### I/O nets highlighted, run 1

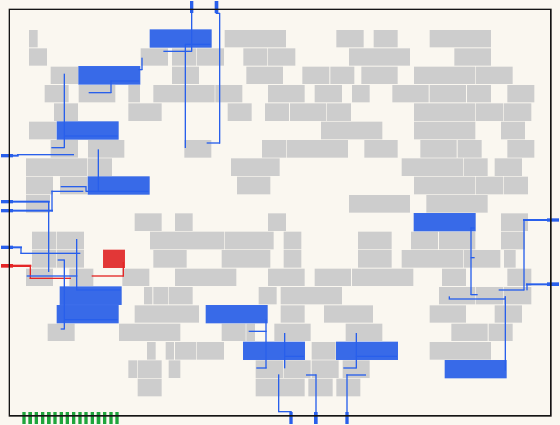
### Congestion heat map, run 1

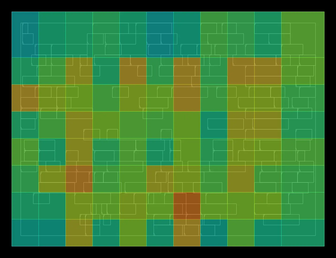
### Placed cells, one color a class, run 1

Bar = 20 um.
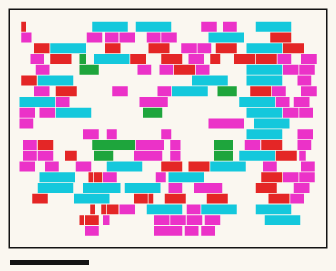
### Wire density map, run 1

Bar = 20 um. The die is cut into 16 by 12 equal tiles; dark purple is low, yellow is high, scaled to the fullest tile. Values are wire area over tile area, all layers added.
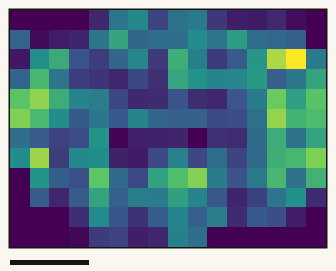
`src/rtl/framebuffer_write_arbiter.sv`:
```
// framebuffer_write_arbiter
//
// Owns the single write port of the double-buffered pixel RAM. The port is
// shared between the host pixel stream and a fill engine that clears the back
// buffer to one colour. The block also schedules the front/back buffer swap so
// that a swap only takes effect on a display frame boundary.
//
// Build option: define FB_ARB_CLEAR_EN to include the fill engine and the
// round-robin arbiter. Without it, the host owns the write port outright,
// clear_start/clear_color are ignored, and clear_busy is held at 0.
//
// RAM address layout: {buffer_select, pixel_address}. Writes always go to the
// back buffer (~front_buf). The buffer select is taken at grant time, so every
// write issued before the swap edge lands in the old back buffer.

module framebuffer_write_arbiter #(
   parameter int BITS_PER_PIXEL = 16,
   parameter int ADDR_BITS      = 10
) (
   input  logic                      clk,
   input  logic                      reset,

   // host pixel stream
   input  logic                      host_valid,
   output logic                      host_ready,
   input  logic [ADDR_BITS-1:0]      host_addr,
   input  logic [BITS_PER_PIXEL-1:0] host_data,

   // fill engine control
   input  logic                      clear_start,
   input  logic [BITS_PER_PIXEL-1:0] clear_color,
   output logic                      clear_busy,

   // buffer swap control
   input  logic                      swap_req,
   input  logic                      frame_done,
   output logic                      swap_pending,
   output logic                      front_buf,

   // RAM write port
   output logic                      ram_we,
   output logic [ADDR_BITS:0]        ram_addr,
   output logic [BITS_PER_PIXEL-1:0] ram_wdata
);

   // Which requester won the most recent contended cycle.
   typedef enum logic {
      GRANT_HOST = 1'b0,
      GRANT_FILL = 1'b1
   } grant_t;

   // Swap scheduler states.
   typedef enum logic {
      SWAP_IDLE    = 1'b0,
      SWAP_PENDING = 1'b1
   } swap_state_t;

   // Grant decisions for the current cycle.
   logic                      grant_host;
   logic                      grant_fill;

   // Fill engine state. It is constant when the fill engine is not built.
   logic                      fill_busy;
   logic [ADDR_BITS-1:0]      fill_cnt;
   logic [BITS_PER_PIXEL-1:0] fill_color;

   swap_state_t               swap_state;

`ifdef FB_ARB_CLEAR_EN

   // The host is blocked while a swap is pending. This keeps host pixels for
   // the next frame out of the buffer that is about to be shown.
   logic   host_req;
   grant_t last_grant;

   // Round-robin grant. A lone requester always wins. On contention, the
   // requester that did not win last time gets the port.
   // NOTE: every always_comb output is given a default first, so that no path
   // leaves it unassigned and a latch is never inferred.
   always_comb begin
      host_req   = 1'b0;
      grant_host = 1'b0;
      grant_fill = 1'b0;

      host_req   = host_valid & ~swap_pending;
      grant_host = host_req  & (~fill_busy | (last_grant == GRANT_FILL));
      grant_fill = fill_busy & (~host_req  | (last_grant == GRANT_HOST));
   end

   // Fill engine and round-robin history.
   // clear_start always restarts the sweep at pixel 0 with the new colour,
   // even when a sweep is already running. A fill grant in that same cycle
   // still writes at its old address.
   // NOTE: all sequential state uses non-blocking assignments, so every
   // register samples values from before the edge, whatever the statement order.
   always_ff @(posedge clk or posedge reset) begin
      if (reset) begin
         fill_busy  <= 1'b0;
         fill_cnt   <= '0;
         fill_color <= '0;
         last_grant <= GRANT_HOST;
      end else begin
         if (host_req && fill_busy) begin
            last_grant <= grant_fill ? GRANT_FILL : GRANT_HOST;
         end

         if (clear_start) begin
            fill_busy  <= 1'b1;
            fill_cnt   <= '0;
            fill_color <= clear_color;
         end else if (grant_fill) begin
            fill_cnt <= fill_cnt + ADDR_BITS'(1);
            if (fill_cnt == {ADDR_BITS{1'b1}}) begin
               fill_busy <= 1'b0;
            end
         end
      end
   end

`else

   // Without the fill engine, the host owns the port whenever no swap is pending.
   assign grant_host = host_valid & ~swap_pending;
   assign grant_fill = 1'b0;
   assign fill_busy  = 1'b0;
   assign fill_cnt   = '0;
   assign fill_color = '0;

   // clear_start and clear_color have no function in this build.
   logic unused_clear_inputs;
   assign unused_clear_inputs = &{1'b0, clear_start, clear_color};

`endif

   assign host_ready = grant_host;
   assign clear_busy = fill_busy;

   // Registered RAM write port. The winner of cycle N appears on the port in
   // cycle N+1. The buffer select is the back buffer at the moment of grant.
   // Address and data keep their last values on idle cycles; only ram_we drops.
   always_ff @(posedge clk or posedge reset) begin
      if (reset) begin
         ram_we    <= 1'b0;
         ram_addr  <= '0;
         ram_wdata <= '0;
      end else if (grant_host) begin
         ram_we    <= 1'b1;
         ram_addr  <= {~front_buf, host_addr};
         ram_wdata <= host_data;
      end else if (grant_fill) begin
         ram_we    <= 1'b1;
         ram_addr  <= {~front_buf, fill_cnt};
         ram_wdata <= fill_color;
      end else begin
         ram_we    <= 1'b0;
      end
   end

   // Swap scheduler. A request waits for a frame boundary at which no fill is
   // running. The swap then flips front_buf on that edge. A frame_done that
   // arrives together with swap_req only arms the swap.
   always_ff @(posedge clk or posedge reset) begin
      if (reset) begin
         swap_state   <= SWAP_IDLE;
         swap_pending <= 1'b0;
         front_buf    <= 1'b0;
      end else begin
         case (swap_state)
            SWAP_IDLE: begin
               if (swap_req) begin
                  swap_state   <= SWAP_PENDING;
                  swap_pending <= 1'b1;
               end
            end
            SWAP_PENDING: begin
               if (frame_done && !fill_busy) begin
                  swap_state   <= SWAP_IDLE;
                  swap_pending <= 1'b0;
                  front_buf    <= ~front_buf;
               end
            end
            default: begin
               swap_state   <= SWAP_IDLE;
               swap_pending <= 1'b0;
            end
         endcase
      end
   end

endmodule

```
`config.mk`:
```
export PLATFORM = sky130hd
export DESIGN_NAME = framebuffer_write_arbiter
export DESIGN_NICKNAME = d
export VERILOG_FILES = /design/src/rtl/framebuffer_write_arbiter.sv
export SDC_FILE = /design/constraint.sdc
export NUM_CORES = 1
export LEC_CHECK = 0
export CORE_AREA = 2 2 78 58
export DETAILED_ROUTE_END_ITERATION = 10
export DIE_AREA = 0 0 80 60
export GPL_TIMING_DRIVEN = 0
export HOLD_SLACK_MARGIN = 0.02
export PLACE_DENSITY = 0.77
export SYNTH_ARGS = -nofsm -noshare
export SYNTH_HDL_FRONTEND = slang
export SYNTH_SLANG_ARGS = --single-unit
```
`constraint.sdc`:
```
create_clock -name clk -period 1.25 [get_ports clk]
set_input_delay 0.125 -clock clk [delete_from_list [all_inputs] [get_ports clk]]
set_output_delay 0.125 -clock clk [all_outputs]
set_load 0.05 [all_outputs]
```
==> results.json, run 1 <==
{
  "yosys_area_um2": 1250,
  "critPathKind": "reg -> reg",
  "htreeDepth": 2,
  "ys_sh_mux": 0.304,
  "final_cells": 206,
  "drc": 0,
  "track_usage": 0.118,
  "reg2reg_from": "swap_pending",
  "inv_count": 4,
  "ff2ff_path_depth": 5,
  "power_combinational_mw": 2.14,
  "top_cells_by_count": "dfrtp_1, mux2_4, mux2_2, inv_1",
  "p_sw_frac": 0.391,
  "netlist_area_um2": 1250,
  "edf_count": 0,
  "wl_met3_um": 237,
  "largest_cell_class": "non-clock buffers",
  "postCtsHoldBufs": 0,
  "antenna_cells": 0,
  "fin_ws_ns": -0.0812,
  "slowest_delay_ns": 0.42,
  "max_freq_mhz": 751,
  "met2_length_um": 1360,
  "dpl_cell_area_um2": 1940,
  "hp-class": "in -> async",
  "syn_nets": 121,
  "tritoncts": "yes",
  "mostFrequentLayoutCells": "dfrtp_1, clkdlybuf4s50_1, clkdlybuf4s15_2",
  "antenna_found_initial": 0,
  "yosys_warnings": 0,
  "maxCapViolCount": 0,
  "logic_gate_count": 34,
  "power_leader": "combinational logic",
  "area_growth_syn_to_layout_pct": 77.5,
  "syn_inst": 73,
  "grt_pass1_wl_um": 4240,
  "clock_power_mw": 0.993,
  "ys_cells": 73,
  "tightestPinTransition_ns": 0.656,
  "pwr-share-clk": 0.217,
  "fp.dieH_um": 60,
  "p_sw_mw": 1.78,
  "seq-power_mw": 1.44,
  "setup_viol": 20,
  "cp_slowest_cell": "dfrtp_2",
  "hold_violations": 0,
  "fin_crit_ns": 1.33,
  "logic_area_um2": 423,
  "clockBufferDepth": 2,
  "drt-met1-wl_um": 1130,
  "n_fill_cell": 344,
  "endpoint": "ram_wdata[4]",
  "period_used_share": 1.06,
  "grt_util_met2": 0.206,
  "finalHoldWorstSlack_ns": 0.286,
  "regMostFlops": "ram_wdata",
  "total_leakage_power_nw": 0.991,
  "ctsResizeCount": 98,
  "design_area_um2": 2220,
  "avgSynthCellArea_um2": 17.2,
  "synthAdderAreaFrac": 0,
  "crit_path_start": "swap_pending",
  "grt-ovfl-total": 0,
  "place_inst": 189,
  "crit_buf_inv": 3,
  "final.setup.tns_ns": -1.10,
  "pin_count": 80,
  "synth.logic.top_family": "multiplexers",
  "sequentialPowerShare": 0.314,
  "ys_sh_simple": 0.0110,
  "fp_util": 0.305,
  "ant_nets": 0,
  "synth.cellmix.xorXnorShare": 0.00699,
  "status": "finished with violations",
  "synth_seq_share": 0.619,
  "ys_ff": 31,
  "async_flop_share": 1.00,
  "port_buffers": 61,
  "clkbuf_count": 6,
  "top_area_cell": "dfrtp_1",
  "clock_latency_ns": 0.27,
  "cp_cell_sequence": "nor2b_2 -> buf_6 -> buf_12 -> clkbuf_16 -> mux2_4",
  "seq_share": 0.349,
  "chipArea_um2": 4800,
  "grt_max_degree": 32,
  "crit_required_ns": 1.41,
  "finClkSkew_ns": 0.00764,
  "vdd_drop_max_mv": 0.863,
  "use_met1": 0.130,
  "first_global_vias": 912,
  "crit_arrival_ns": 1.49,
  "top_layer": "met4",
  "slew_violations": 0,
  "synth.cellmix.compoundShare": 0.00500,
  "top_regs": "ram_wdata: 16 flops, ram_addr: 11 flops",
  "violations": "negative setup slack",
  "slew_headroom": 0.562,
  "cp.depth": 5,
  "drive_gt1_frac": 0.536,
  "seq_area_um2": 777,
  "reg2reg_to": "ram_wdata[4]",
  "layout.nonclk_buf_frac": 0.368,
  "cp_max_fo": 5,
  "comb-cell-share": 0.190,
  "rsz0062_at_grt": "yes",
  "endpoint_kind": "flop",
  "via_count": 859,
  "seq_cells": 31,
  "drt-total-wl_um": 2740,
  "die_w_um": 80,
  "place_congestion": 0.646,
  "dp.final_hpwl_um": 1900,
  "cts.sinks": 31,
  "num_tap_cells": 55,
  "synth_cell_type_count": 14,
  "clk_share": 0.0529,
  "drtIter0Drc": 15,
  "nNetsFinal": 198,
  "n_all_buffers": 74,
  "area_leaders": "dfrtp_1, mux2_4, mux2_2, buf_8, mux2i_1",
  "synth.most_common_cell": "dfrtp_1",
  "critPathLaunchType": "flop",
  "viasPerCell": 4.17,
  "pre_cts_slack_ns": -0.750,
  "cts_setup_buffers": 6,
  "warning_count": 46,
  "cp_top_family": "flip-flops",
  "p_int_mw": 2.78,
  "flop_cell": "dfrtp_1",
  "core_um2": 4100,
  "clock-root-buffer": "clkbuf_8"
}
About 'I/O nets highlighted':
| color | port | bits | direction | end cells |
|---|---|---|---|---|
| red | host_valid | 1 | input | 1 |
| blue | ram_addr | 11 | output | 11 |
| green | clear_color | 16 | input | 0 |

About 'Congestion heat map':
routed len/inst: 13.3 um
GRT Max-Usage Layer: met2
met3 usage: 0.0483
post-layout util: 0.542

About 'Placed cells, one color a class':
| color | class | cells |
|---|---|---|
| magenta | other buffers and delay cells | 74 |
| green | clock drivers and dummy loads | 8 |
| red | all other logic | 38 |
| cyan | flops | 31 |

About 'Wire density map':
nearly empty tiles: 13%
tiles over half the peak: 20%
fullest tile: 0.29

==> run 2: changes to the inputs <==
Settings changed: CTS_BUF_LIST set to sky130_fd_sc_hd__clkbuf_16.
### Wire density map, run 2

Bar = 20 um. The die is cut into 16 by 12 equal tiles; dark purple is low, yellow is high, scaled to the fullest tile. Values are wire area over tile area, all layers added.
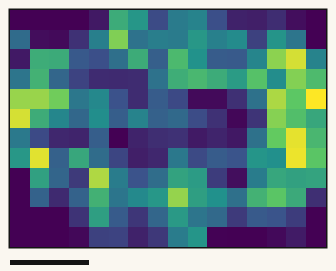
mean over tiles: 0.092
fullest tile: 0.26
nearly empty tiles: 11%
tiles over half the peak: 30%
densest ninth of the die: east

==> results.json, run 2 <==
{
  "status": "finished with violations",
  "violations": "negative setup slack",
  "drtIter0Drc": 18,
  "drt-total-wl_um": 2750,
  "finClkSkew_ns": 0.00433,
  "ys_ff": 31,
  "hold_violations": 0,
  "ys_cells": 73,
  "p_sw_frac": 0.379,
  "reg2reg_to": "ram_wdata[15]",
  "mostFrequentLayoutCells": "dfrtp_1, clkdlybuf4s50_1, mux2_4",
  "ant_nets": 0,
  "sequentialPowerShare": 0.299,
  "track_usage": 0.118,
  "ys_sh_mux": 0.304,
  "gr-max-usage-layer": "met2",
  "synth.logic.top_family": "multiplexers",
  "endpoint_kind": "flop",
  "post-route-util": 0.540,
  "seq-power_mw": 1.44,
  "slew_violations": 0,
  "fp.dieH_um": 60,
  "top_regs": "ram_wdata: 16 flops, ram_addr: 11 flops",
  "max_freq_mhz": 764,
  "critPathLaunchType": "flop",
  "period_used_share": 1.05,
  "met2_length_um": 1330,
  "dp.final_hpwl_um": 1900,
  "synth.most_common_cell": "dfrtp_1",
  "synthAdderAreaFrac": 0,
  "area_growth_syn_to_layout_pct": 77.0,
  "pin_count": 80,
  "ff2ff_path_depth": 5,
  "postCtsHoldBufs": 0,
  "viasPerCell": 4.15,
  "place_inst": 189,
  "first_global_vias": 900,
  "cp_max_fo": 5,
  "comb-cell-share": 0.191,
  "antenna_cells": 0,
  "use_met1": 0.139,
  "clock-root-buffer": "clkbuf_16",
  "grt.met3_usage": 0.0483,
  "drt-wirelength-per-cell_um": 13.1,
  "core_um2": 4100,
  "fin_ws_ns": -0.0588,
  "port_buffers": 61,
  "total_leakage_power_nw": 1.02,
  "pwr-share-clk": 0.271,
  "crit_path_start": "swap_pending",
  "netlist_area_um2": 1250,
  "critPathMostFrequentCell": "buf_6",
  "top_area_cell": "dfrtp_1",
  "synth_seq_share": 0.619,
  "tritoncts": "yes",
  "cp_cell_sequence": "nor2b_2 -> buf_6 -> buf_6 -> buf_8 -> mux2_4",
  "cts.sinks": 31,
  "n_fill_cell": 348,
  "dpl_cell_area_um2": 1940,
  "ys_sh_simple": 0.0110,
  "grt_util_met2": 0.199,
  "yosys_area_um2": 1250,
  "grt_max_degree": 32,
  "crit_required_ns": 1.40,
  "place_congestion": 0.646,
  "nNetsFinal": 202,
  "grt_pass1_wl_um": 4250,
  "layout.nonclk_buf_frac": 0.345,
  "syn_inst": 73,
  "top_layer": "met4",
  "maxCapViolCount": 0,
  "seq_share": 0.350,
  "logic_area_um2": 423,
  "fin_crit_ns": 1.31,
  "grt-ovfl-total": 0,
  "endpoint": "ram_wdata[15]",
  "inv_count": 4,
  "reg2reg_from": "swap_pending",
  "synth_cell_type_count": 14,
  "largest_cell_class": "sequential cells",
  "die_w_um": 80,
  "seq_cells": 31,
  "tightestPinTransition_ns": 0.657,
  "critPathKind": "reg -> reg",
  "cp.depth": 5,
  "drc": 0,
  "regMostFlops": "ram_wdata",
  "edf_count": 0,
  "crit_buf_inv": 3,
  "avgSynthCellArea_um2": 17.2,
  "warning_count": 46,
  "antenna_found_initial": 0,
  "rsz0062_at_grt": "yes",
  "via_count": 872,
  "cp_slowest_cell": "dfrtp_2",
  "clock_latency_ns": 0.27,
  "crit_arrival_ns": 1.46,
  "setup_viol": 22,
  "htreeDepth": 2,
  "drive_gt1_frac": 0.535,
  "cp_top_family": "flip-flops",
  "pre_cts_slack_ns": -0.750,
  "top_cells_by_count": "dfrtp_1, mux2_4, mux2_2, inv_1",
  "flop_cell": "dfrtp_1",
  "slowest_delay_ns": 0.41,
  "slew_headroom": 0.561,
  "design_area_um2": 2220,
  "synth.cellmix.compoundShare": 0.00500,
  "wl_met3_um": 238,
  "drt-met1-wl_um": 1170,
  "clk_share": 0.0739,
  "seq_area_um2": 777,
  "chipArea_um2": 4800,
  "vdd_drop_max_mv": 0.989,
  "clockBufferDepth": 2
}
Power and IR drop assume default switching activity.
